`src/rtl/mux_nto1_stream.sv`:
```
// mux_nto1_stream: merges CHANNELS valid/ready producer streams into one registered consumer stream.
// Latency: 1 cycle from input transfer to out_valid; 1 beat/cycle while out_ready is high.
// Backpressure: a full stage with out_ready low holds its beat and drops every in_ready.
// Optional round-robin arbitration is compiled in with `define MUX_RR_EN (mode honoured only then).
module mux_nto1_stream #(
  parameter int  WIDTH    = 8,
  parameter int  CHANNELS = 4,
  localparam int SEL_W    = $clog2(CHANNELS)
) (
  input  logic                      clk,
  input  logic                      reset,
  input  logic [CHANNELS*WIDTH-1:0] in_data,
  input  logic [CHANNELS-1:0]       in_valid,
  output logic [CHANNELS-1:0]       in_ready,
  input  logic [SEL_W-1:0]          select,
  input  logic                      mode,
  output logic [WIDTH-1:0]          out_data,
  output logic                      out_valid,
  output logic [SEL_W-1:0]          out_chan,
  input  logic                      out_ready
);

  typedef enum logic {EMPTY = 1'b0, FULL = 1'b1} state_e;

  state_e           state_q;
  logic [WIDTH-1:0] data_q;
  logic [SEL_W-1:0] chan_q;

  logic [WIDTH-1:0] data_d;    // data of the granted channel
  logic [SEL_W-1:0] chan_d;    // granted channel index
  logic             grant_ok;  // a legal grant exists this cycle
  logic             valid_g;   // in_valid of the granted channel
  logic             can_load;  // stage is empty or draining this cycle
  logic             xfer;      // a beat moves from the granted channel into the stage

`ifdef MUX_RR_EN
  logic [SEL_W-1:0] rr_ptr_q;  // last channel granted in round-robin mode

  // Grant: round-robin search starting after rr_ptr, otherwise the fixed select.
  always_comb begin
    logic [SEL_W:0] sum;
    chan_d   = '0;
    grant_ok = 1'b0;
    sum      = '0;
    if (mode) begin
      for (int k = 1; k <= CHANNELS; k++) begin
        sum = {1'b0, rr_ptr_q} + (SEL_W+1)'(k);
        if (sum >= (SEL_W+1)'(CHANNELS)) begin
          sum = sum - (SEL_W+1)'(CHANNELS);
        end
        if (!grant_ok && in_valid[sum[SEL_W-1:0]]) begin
          grant_ok = 1'b1;
          chan_d   = sum[SEL_W-1:0];
        end
      end
    end else begin
      chan_d   = select;
      grant_ok = int'(select) < CHANNELS;
    end
  end

  // Pointer remembers the last round-robin winner; reset gives channel 0 first priority.
  always_ff @(posedge clk or posedge reset) begin
    if (reset) begin
      rr_ptr_q <= SEL_W'(CHANNELS - 1);
    end else if (xfer && mode) begin
      rr_ptr_q <= chan_d;
    end
  end
`else
  logic unused_mode;
  assign unused_mode = mode;

  // Grant: fixed select only; an out-of-range index grants nothing.
  always_comb begin
    chan_d   = select;
    grant_ok = int'(select) < CHANNELS;
  end
`endif

  // Pick data and valid of the granted channel without indexing past the last channel.
  always_comb begin
    data_d  = '0;
    valid_g = 1'b0;
    for (int i = 0; i < CHANNELS; i++) begin
      if (chan_d == SEL_W'(i)) begin
        data_d  = in_data[i*WIDTH +: WIDTH];
        valid_g = in_valid[i];
      end
    end
  end

  assign can_load = (state_q == EMPTY) || out_ready;
  assign xfer     = !reset && can_load && grant_ok && valid_g;

  // One-hot accept toward the granted producer; forced low while reset is held.
  always_comb begin
    in_ready = '0;
    for (int i = 0; i < CHANNELS; i++) begin
      in_ready[i] = xfer && (chan_d == SEL_W'(i));
    end
  end

  // Output stage: load on transfer (also when draining), empty on drain without a new beat.
  always_ff @(posedge clk or posedge reset) begin
    if (reset) begin
      state_q <= EMPTY;
      data_q  <= '0;
      chan_q  <= '0;
    end else if (can_load) begin
      if (xfer) begin
        state_q <= FULL;
        data_q  <= data_d;
        chan_q  <= chan_d;
      end else begin
        state_q <= EMPTY;
      end
    end
  end

  assign out_valid = (state_q == FULL);
  assign out_data  = data_q;
  assign out_chan  = chan_q;

endmodule

```
`config.mk`:
```
export PLATFORM = sky130hd
export DESIGN_NAME = mux_nto1_stream
export DESIGN_NICKNAME = d
export VERILOG_FILES = /design/src/rtl/mux_nto1_stream.sv
export SDC_FILE = /design/constraint.sdc
export NUM_CORES = 1
export LEC_CHECK = 0
export ABC_CLOCK_PERIOD_IN_PS = 2300
export CORE_MARGIN = 3
export CORE_UTILIZATION = 33
export CTS_BUF_LIST = sky130_fd_sc_hd__clkbuf_8
export CTS_CLUSTER_DIAMETER = 100
export DETAILED_ROUTE_END_ITERATION = 10
export PLACE_DENSITY = 0.92
export SYNTH_ARGS = -nofsm -noshare
export SYNTH_HDL_FRONTEND = slang
export SYNTH_SLANG_ARGS = --single-unit
```
`constraint.sdc`:
```
create_clock -name clk -period 2.3 [get_ports clk]
set_input_delay 0.69 -clock clk [delete_from_list [all_inputs] [get_ports clk]]
set_output_delay 0.69 -clock clk [all_outputs]
set_load 0.01 [all_outputs]
```
Signal wires on met1:
(6 px per µm)
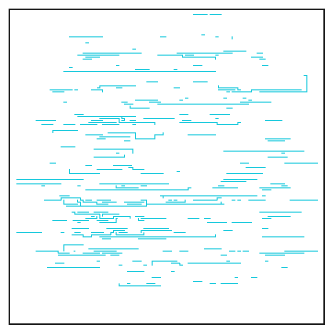
The layer carries 775 µm of wire. 133 nets have wire on it.
total number of vias: 716
met1 Usage GRT: 0.1858

Track usage over the die:
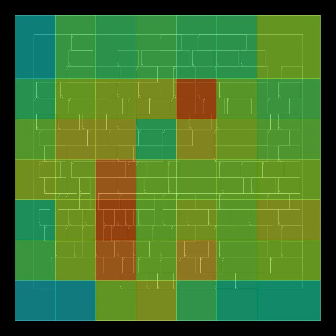
met3 capacity usage during global routing: 0.03419
GRT Util Overall: 0.1722
average wire length per cell after detail routing: 15.14 µm
final standard cell utilization of the core: 0.6994
GR met2 Demand/Resource: 0.3515

==> run summary <==
Figures from the implementation reports.

- The detailed router finished its first iteration with 9 violations.
- The placed instance count is 140.
- The tally of yosys warning messages is 0.
- Power attributed to combinational cells is 333 µW.
- The clock network power share is 0.239.
- The total negative slack reads 0 ns.
- The smallest clock period supported by the final layout is computed as 2.236 ns.
- Per the detail_route log, met2 wirelength is 1296 µm.
- Per the power-grid run, VDD falls by no more than 0.5617 mV.
- The final layout report lists a non-clock buffer count of 66.
- Of the total synthesized cell area, the portion taken by AND, OR, NAND and NOR gates is 0.09397.
- The clock tree root driver cell reads sky130_fd_sc_hd__clkbuf_8.
- The total met3 wirelength after detailed routing is 138 µm.
- The cell-mix breakdown from Yosys lists the compound-gate area share as 0.07447.
- The die outline width reads 52.24 µm.
- The cell area after layout reads 1400 µm².
- The signal on the critical path passes through dlygate4sd2_1, nor3_2, buf_4, and4_1, buf_2.
- The area of the mapped netlist is 705.7 µm².
- Summed over all nets, the half-perimeter wirelength after detailed placement is 1783 µm.
- The number of enable-type register cells in the synthesized netlist is 0.
- The post-synthesis mux area share reads 0.3972.
- The worst hold path depth is 1.
- The height of the die reads 52.24 µm.
- The layout has 3 clock buffers.
- The flip-flop and latch area reads 275.3 µm².
- In this run the number of cells on the critical path is 5.
- The register with the most flip-flops in the layout has 8 of them.
- Global routing put the most usage on met2.
- The total clock network power is 189 µW.
- The predominant post-synthesis flop cell is sky130_fd_sc_hd__dfrtp_1.
- In the synthesis report, Yosys lists the chip area as 705.7 µm².
- The critical path class is in -> out.
- The dominant cell type by area after synthesis is sky130_fd_sc_hd__dfrtp_1.
- The max-slew violation count reads 0.
- The final worst setup slack reads 0.06413 ns.
- The launching instance or port of the critical path reads reset.
- The worst-case setup slack after placement reads -0.7633 ns.
- The areal power density over the cells is 564.3 nW/µm².
- At the worst endpoint, the required time is 1.61 ns.
- The highest routing layer actually used is met3.
- The largest non-sequential cell family by area reads multiplexers.
- Of all the cell area in the finished design, non-clock buffers hold 0.4433.
- The critical path's slowest cell is sky130_fd_sc_hd__dlygate4sd2_1.
- The flow ran to the end, and the final reports show no timing, DRC or antenna violations.
- The clock tree from TritonCTS is built.
- Sorting the synthesized cells by how often they occur yields sky130_fd_sc_hd__dfrtp_1, sky130_fd_sc_hd__mux4_2, sky130_fd_sc_hd__mux2_2.
- In this run the core area contains 16 standard-cell rows.
- The total of hold buffers inserted after clock tree synthesis reads 0.
- By area the synthesized netlist is led by sky130_fd_sc_hd__dfrtp_1, sky130_fd_sc_hd__mux4_2, sky130_fd_sc_hd__mux2_2.
- The critical register-to-register path endpoint reads out_data[1].
- The capture point of the critical path reads in_ready[0].
- Per Yosys stat, the portion of area used by sequential elements is 0.3901.
- The dominant cell by count in the synthesized netlist is sky130_fd_sc_hd__dfrtp_1.
- The net switching power of the design reads 204.5 µW.
- The final antenna diode tally reported by the flow is 0.
- The layout overhead on the synthesized area is 98.40%.
- The headroom to the max-slew limit reads 0.6987.
- The critical path's top delay family reads buffers and inverters.
- The total number of sequential cells reads 11.
- The arrival time of the worst setup path is 1.55 ns.
- The relative area of clock buffers and inverters in the final design reads 0.03217.
- The maximum clock insertion buffer count is 2.
- The post-detailed-route via-to-cell ratio reads 4.904.
- In this run the critical register-to-register path is launched from out_valid.
- After detailed routing, the wire length on met1 is 775 µm.
- The number of inverters outside the clock class in the layout reads 4.
- The number of top-level design ports reads 57.
- The iteration count recorded for the first detailed-route pass is 2.
- The CTS report gives the tree buffer count as 3.
- Setup repair after global routing left no endpoint under its margin.
- The timing report notes that buffer and inverter cells on the critical path total 3.
- The sequential logic power is 268 µW.
Selected gate families:
(6 px per µm)
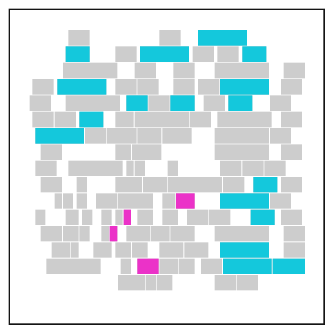
Key: nor cells = magenta [cells 4, most used nor2_1]; mux cells = cyan [cells 17, most used mux4_2]
Finished Layout Cells: 146
proportion of cell area occupied by multi-input gates: 0.2931
most frequent standard cell in the layout excluding fill and tap cells: sky130_fd_sc_hd__clkdlybuf4s50_1

Power is estimated from default activity; no workload was simulated.
